==> config.mk <==
export PLATFORM = sky130hd
export DESIGN_NAME = debouncer_multi
export DESIGN_NICKNAME = d
export VERILOG_FILES = /design/src/rtl/debouncer_pkg.sv /design/src/rtl/debouncer_multi_channel.sv /design/src/rtl/debouncer_multi.sv
export SDC_FILE = /design/constraint.sdc
export NUM_CORES = 1
export LEC_CHECK = 0
export CELL_PAD_IN_SITES_DETAIL_PLACEMENT = 0
export CELL_PAD_IN_SITES_GLOBAL_PLACEMENT = 2
export CORE_MARGIN = 2
export CORE_UTILIZATION = 41
export DETAILED_ROUTE_END_ITERATION = 8
export GPL_TIMING_DRIVEN = 0
export PLACE_DENSITY_LB_ADDON = 0.2
export REMOVE_ABC_BUFFERS = 1
export SYNTH_ARGS = -nofsm -noshare
export SYNTH_HDL_FRONTEND = slang
export SYNTH_SLANG_ARGS = --single-unit
==> constraint.sdc <==
create_clock -name clk -period 4.75 [get_ports clk]
set_input_delay 0.7125 -clock clk [delete_from_list [all_inputs] [get_ports clk]]
set_output_delay 0.7125 -clock clk [all_outputs]
set_load 0.05 [all_outputs]
Fig. 1: run 1, met3 routing
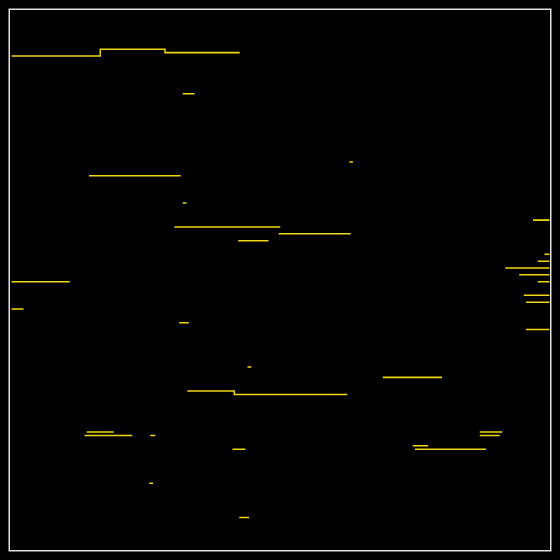
wire length on this layer	246 um
longest straight run	22.3 um
share of all routed wire	3.0%
main direction	horizontal
nets with wire on the layer	24
vias after detailed routing: 3321
total wire length after detailed routing: 8255 um

Fig. 2: run 1, routing congestion map
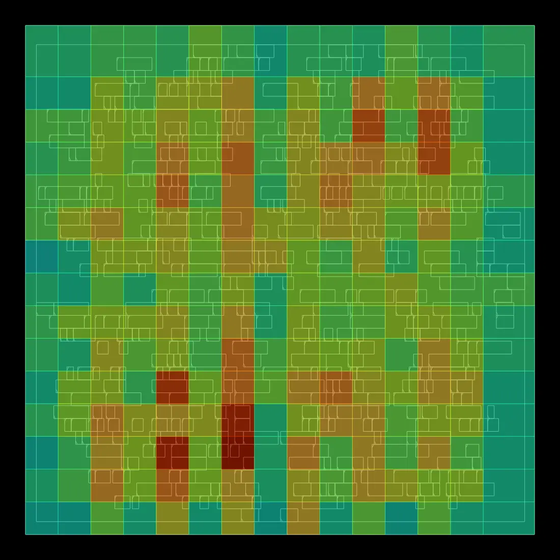
Most Crowded Layer GR: met2
wire per inst: 12.96 um
GR Layer Usage met2: 0.2337

Fig. 3: run 1, selected gate families
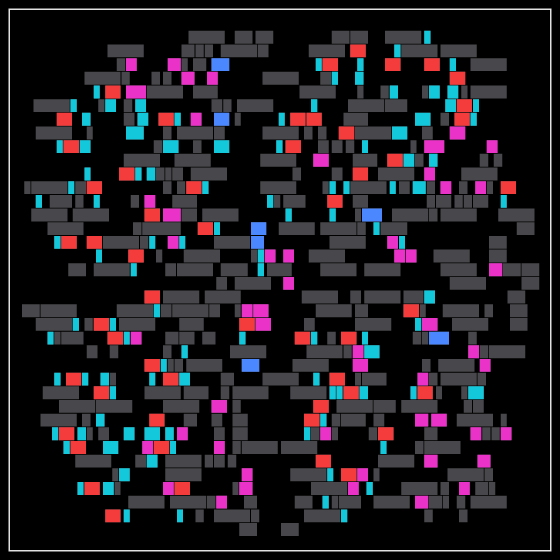
color	family	cells	most used
blue	AND-OR and OR-AND gates	7	o221a_2
red	XOR/XNOR gates	53	xnor2_1
cyan	NOR gates	105	nor2_1
magenta	AND and OR gates	52	and3_1
fraction of area in multi-input gates: 0.4561
non-filler instance count after layout: 637
most common cell after layout, fill and taps aside: dfxtp_1

==> flow_summary.toml, run 1 <==
# generated from flow reports
[hold_path]
worst_hold_path_type = "reg2reg"

[sta]
final.setup.worst_slack_ns = 2.125
max_freq_mhz = 380.9
final.hold.worst_slack_ns = 0.4137
skew_ns = 0.01401

[placement]
port_buffers = 18

[finish]
largest_reg_flops = 80
seq-cell-share = 0.4184

[cts]
cts_tree = "built"
ctsLongestPathBuffers = 2
cts-buffers-inserted = 9
cts-htree-levels = 3

[critical_path]
cp_slowest_cell = "clkdlybuf4s50_1"
setup.worst_path.start_class = "register"

[logic_synthesis]
synthSimpleGateAreaFrac = 0.3053
ys.flops = 100
synth.yosys.chip_area_um2 = 4385

[die]
chip_area_um2 = 11540

[routing]
detailroute.wirelength.met3_um = 246
top_signal_layer_used = "met4"

[flow_run]
drv_cap = 0

[outcome]
run_status = "completed"
==> run 1: where the power goes <==
group          switching [mW]  leakage (nW)  internal, mW
clock                   0.301        0.0860         0.193
sequential            0.00223         0.807         0.842
combinational          0.0115         0.552       0.00831
total                   0.314          1.45          1.04
==> run 1: cells in the final DEF (no fill, tap or decap), drive strengths merged, types with 8 or more instances in the layout <==
master,instances
a21oi,21
and3,14
clkbuf,9
clkdlybuf4s50,18
dfxtp,100
inv,18
nand2,19
nand2b,8
nand3,31
nand4,21
nor2,71
nor3,10
nor4,13
nor4b,8
o21ai,14
or3,14
or4,8
xnor2,38
xor2,15
==> run 1: worst reg2reg max path: stages (launching register included) <==
cell and delay [ns]:
dfxtp_1 0.35, or3b_2 0.46, or4_1 0.50, o21bai_2 0.69, nor2_1 0.13
Fig. 4: run 1, sequential cells colored by netlist name
Scale bar: 20 um. Other sequential cells in the stronger gray, the rest of the logic in the fainter gray.
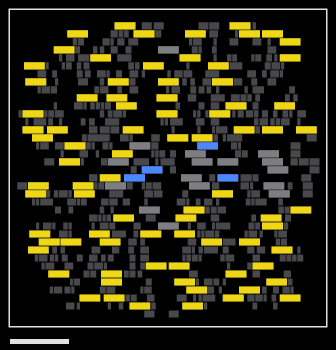

==> run 2: changes to the inputs <==
--- a/config.mk
+++ b/config.mk
@@ -8,7 +8,7 @@
 export CELL_PAD_IN_SITES_DETAIL_PLACEMENT = 0
 export CELL_PAD_IN_SITES_GLOBAL_PLACEMENT = 2
 export CORE_MARGIN = 2
-export CORE_UTILIZATION = 41
+export CORE_UTILIZATION = 38
 export DETAILED_ROUTE_END_ITERATION = 8
 export GPL_TIMING_DRIVEN = 0
 export PLACE_DENSITY_LB_ADDON = 0.2
==> constraint.sdc (replaced) <==
create_clock -name clk -period 2.5 [get_ports clk]
set_input_delay 0.375 -clock clk [delete_from_list [all_inputs] [get_ports clk]]
set_output_delay 0.375 -clock clk [all_outputs]
set_load 0.05 [all_outputs]
Fig. 5: run 2, sequential cells colored by netlist name
Scale bar: 20 um. Other sequential cells in the stronger gray, the rest of the logic in the fainter gray.
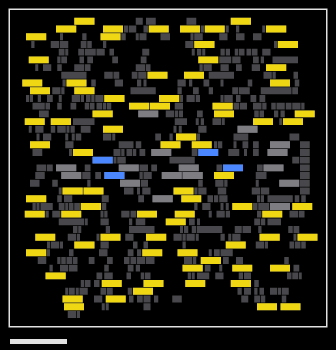
color	netlist name	sequential cells	where
yellow	`g_ch.u_ch.cnt`	80	spread over the die
blue	`g_ch.u_ch.sync_p1`	4	middle
not colored	16
power drawn by the sequential cells: 1.61 mW
footprint of the flip-flops and latches: 2002 um2
sequential portion of the cell area: 0.4089
post-layout util: 0.4325

Fig. 6: run 2, M2 wires
Scale bar: 20 um.
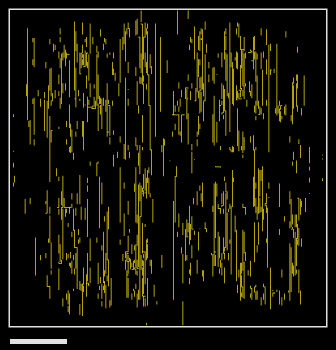
share of all routed wire	43%
main direction	vertical
longest straight run	39.8 um
total wire length after detailed routing: 8347 um
GR Layer Usage met2: 0.2240

==> flow_summary.toml, run 2 <==
# generated from flow reports
[sta]
skew_ns = 0.003219
max_slew_margin = 0.3646
tns_ns = 0
final.hold.worst_slack_ns = 0.4082
final.setup.worst_slack_ns = 0.2321
max_freq_mhz = 440.9

[logic_synthesis]
synth.yosys.chip_area_um2 = 4385
ys_seq_frac = 0.4565
post-synth-top-count-cell = "dfxtp_1"
ys.flops = 100
synthSimpleGateAreaFrac = 0.3053

[finish]
areaGrowthSynthToFinish_pct = 11.64
final_cell_mix = "dfxtp_1, nor2_1, xnor2_1, nand3_1, a21oi_1"
combAreaFraction = 0.4457
seq_cell_count = 100
final_layout_top_logic_cell = "dfxtp_1"
nonClockInverterCount = 16
largest_reg_flops = 80
instances_no_fill = 642

[critical_path]
setup.worst_path.class = "reg2out"
setup.worst_path.start_class = "register"
crit_arrival_ns = 1.89

[power_and_ir_drop]
power.ir.vdd_worst_v = 0.0004664
total_leakage_power_nw = 1.495
power.share.switching = 0.1963
power.combinational.fraction = 0.012
clock_power_share = 0.453
total_switching_power_uw = 589.6
post-layout-total-power_mw = 3.003

[routing]
num_vias = 3295
wl_per_cell_um = 13.00

[outcome]
run_status = "completed"

[die]
chip_area_um2 = 12420
fp-utilization = 0.3874
n_tap_cell = 143

[cts]
cts-buffers-inserted = 9
clock_sinks = 100
cts_tree = "built"
ctsLongestPathBuffers = 2
cts-htree-levels = 3

[global_route]
first_pass_grt_wire_length_um = 14350
grt.busiest_layer = "met2"

[placement]
port_buffers = 18

[hold_path]
worst_hold_path_type = "reg2reg"
-- run 2: power by group through the flow --
stage	combinational (mW)	clock (mW)	sequential [mW]
after floorplan	0.0168	0	1.64
after global placement	0.0352	0	1.64
after detailed placement	0.0373	0	1.64
after CTS	0.0373	1.41	1.60
after global routing	0.0412	1.49	1.61
final	0.0365	1.36	1.61
-- run 2: layer usage --
layer | wire, um | share of wire | vias to the layer above
met5 | 0 | 0 | -
met4 | 131 | 0.016 | 0
met3 | 280 | 0.034 | 8
met2 | 3625 | 0.43 | 44
met1 | 4309 | 0.52 | 1513
li1 | - | - | 1730
-- run 2: worst max-delay path, stage by stage (launching register included) --
cell and delay [ns]:
dfxtp_1 0.33, or4_1 0.51, clkdlybuf4s50_1 0.71
Power is estimated from default activity; no workload was simulated.
